Design step_counter, sky130hd; sources not shown.
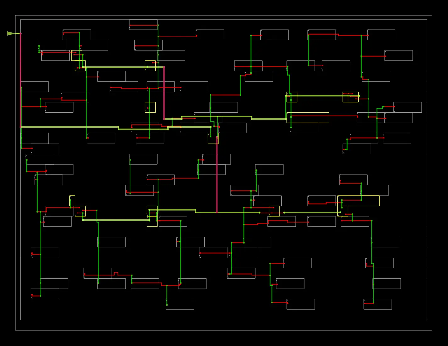
*Clock wiring as the flow saved it, run 1*
clk pwr: 0.777 mW
clock buffer count: 12
Sink Count: 81

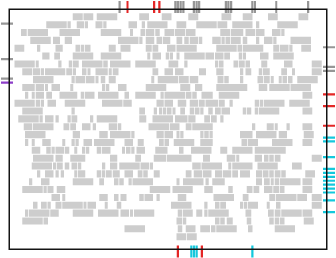
*Pin placement, run 1*
Pins as bars across the die edge, other pins in grey.
legend:
  cyan:
    port: active_secs
    pins: 16
    direction: output
    edge: 12 right, 4 bottom
  purple:
    port: running
    pins: 1
    direction: output
    edge: left
  red:
    port: steps_per_sec
    pins: 8
    direction: output
    edge: 3 right, 3 top, 2 bottom
all pins by edge: 18 right, 18 top, 6 bottom, 4 left
die height: 82.61 um
count of input and output buffers: 45
chip width: 109.5 um

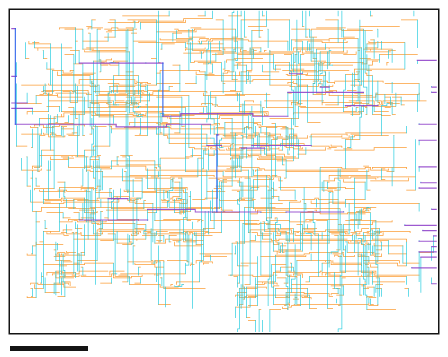
*Metal layers overlaid, run 1*
Bar = 20 um.
legend:
  blue:
    layer: metal 4
    wire_length: 57.8 um
  cyan:
    layer: metal 2
    wire_length: 3450 um
  purple:
    layer: metal 3
    wire_length: 305 um
  orange:
    layer: metal 1
    wire_length: 4530 um
DR WL/cell: 14.10 um
vias: 3155
GRT Overall Usage: 0.1993
final wirelength: 8.346 mm

==> impl_metrics.tcl, run 1 <==
# place-and-route summary
set metrics [dict create \
    tritoncts "built" \
    p_seq_mw 1.16 \
    regArea_mm2 0.001622 \
    top_cell_area_share 0.4353 \
    rows 29 \
    inverters 6 \
    grtUsageMet1 0.2809 \
    grt_max_degree 39 \
    combPwrFrac 0.033 \
    met3_usage 0.06358 \
    synth.distinct_cells 49 \
    viasPerCell 5.329 \
    fp_util 0.4425 \
    cp-end-kind "register" \
    setup-violations-final 0 \
    pre_cts_slack_ns 0.3719 \
    post-route-util 0.5306 \
    synthArstFlopShare 0 \
    path_clk_slew_ns 0.12 \
    synth-seq-cells 81 \
    netlist_area_mm2 0.003725 \
    dp.cells 576 \
    period_used_share 0.8740 \
    signal_buffers 52 \
    grt_first_pass_wirelength_mm 13.79 \
    fill_cells 807 \
    crit_cells 7 \
    synth_adder_area_share 0.01344 \
    synthToLayoutAreaGrowth_pct 19.92 \
    die_area_mm2 0.009043 \
    met2_usage 0.2987 \
    worstPathArrival_ns 2.71 \
    cts_setup_buffers 0 \
    yosys-top-cells-area "dfxtp_1, nor2_1, xor2_1" \
    slew_violations 0 \
    criticalPathCategory "reg2reg" \
    status "finished, final reports clean" \
]
==> inputs of run 2 (changes only) <==
==> constraint.sdc (replaced) <==
create_clock -name clk -period 2.8 [get_ports clk]
set_clock_uncertainty 0.1 [all_clocks]
set_input_delay 0.28 -clock clk [delete_from_list [all_inputs] [get_ports clk]]
set_output_delay 0.28 -clock clk [all_outputs]
set_load 0.05 [all_outputs]
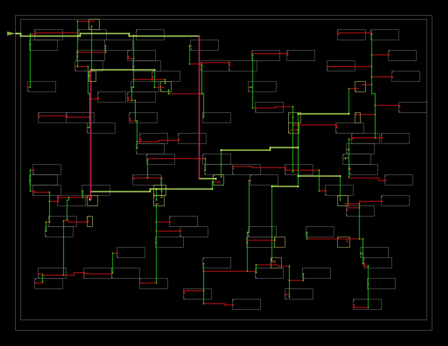
*Clock wiring as the flow saved it, run 2*
clock buffer count: 9
clk pwr: 0.606 mW
clk_lat worst skew: 0.45 ns

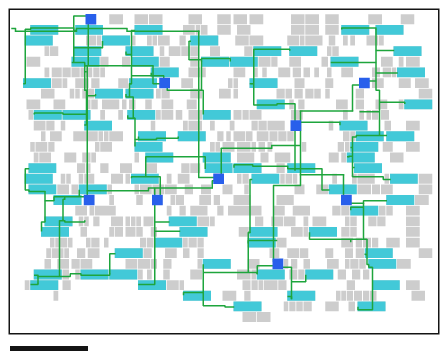
*Clock distribution, run 2*
Bar = 20 um.
legend:
  green:
    item: clock wires
    length: 1040 um
  cyan:
    item: flip-flops
    count: 81
  blue:
    item: clock drivers
    count: 9
routed clock nets: 10
flops lie: spread over the die
Clk pwr share: 0.331

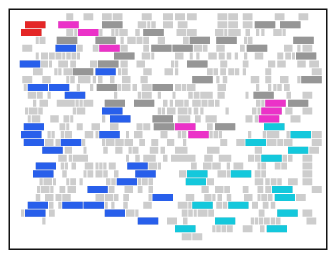
*Register map, names as in the netlist, run 2*
Other sequential cells in the stronger grey, the rest of the logic in the fainter grey.
legend:
  red:
    netlist_name: r_state
    flops: 2
  blue:
    netlist_name: r_timer
    flops: 27
  magenta:
    netlist_name: steps_per_sec
    flops: 8
  cyan:
    netlist_name: active_secs
    flops: 16
Sequential Area: 0.001622 mm2
final cell utilization of the core: 0.5245
sequential group power: 1.16 mW
sequential share of cell area: 0.3672

==> run 2 against run 1 <==
  * Critical path depth fell by 4
  * Clock power fell by 22%
  * Via count is 2.1% lower
  * Sequential cell count stayed put
  * Non-clock buffer count rose by 1
  * Count of clock-buffer cells in the layout down 3
  * Power shrank 8.6%
  * Global-route usage is 0.054 points lower
  * Highest routed layer unchanged
  * Hold slack got worse by 0.10 ns
  * Utilization is 0.61 points lower
  * Cell count is 0.17% higher
==> impl_metrics.tcl, run 2 <==
# place-and-route summary
set metrics [dict create \
    status "finished, final reports clean" \
    signal_buffers 53 \
    setup-violations-final 0 \
    grt_first_pass_wirelength_mm 13.69 \
    fp_util 0.4425 \
    met3_usage 0.05730 \
    synth-seq-cells 81 \
    synth_adder_area_share 0.01344 \
    path_clk_slew_ns 0.13 \
    grtUsageMet1 0.2889 \
    netlist_area_mm2 0.003725 \
    combPwrFrac 0.035 \
    die_area_mm2 0.009043 \
    grt_usage 0.1988 \
    viasPerCell 5.211 \
    inverters 6 \
    synthToLayoutAreaGrowth_pct 18.54 \
    grt_max_degree 31 \
    synth.distinct_cells 49 \
    dieHeight_um 82.61 \
    top_cell_area_share 0.4353 \
    tritoncts "built" \
    io_buffer_count 45 \
    wl_mm 8.293 \
    rows 29 \
    vias 3090 \
    yosys-top-cells-area "dfxtp_1, nor2_1, xor2_1" \
    cts.sinks 81 \
    dp.cells 577 \
    fill_cells 799 \
]
No activity file was given, so power comes from the tool's default toggle rates.
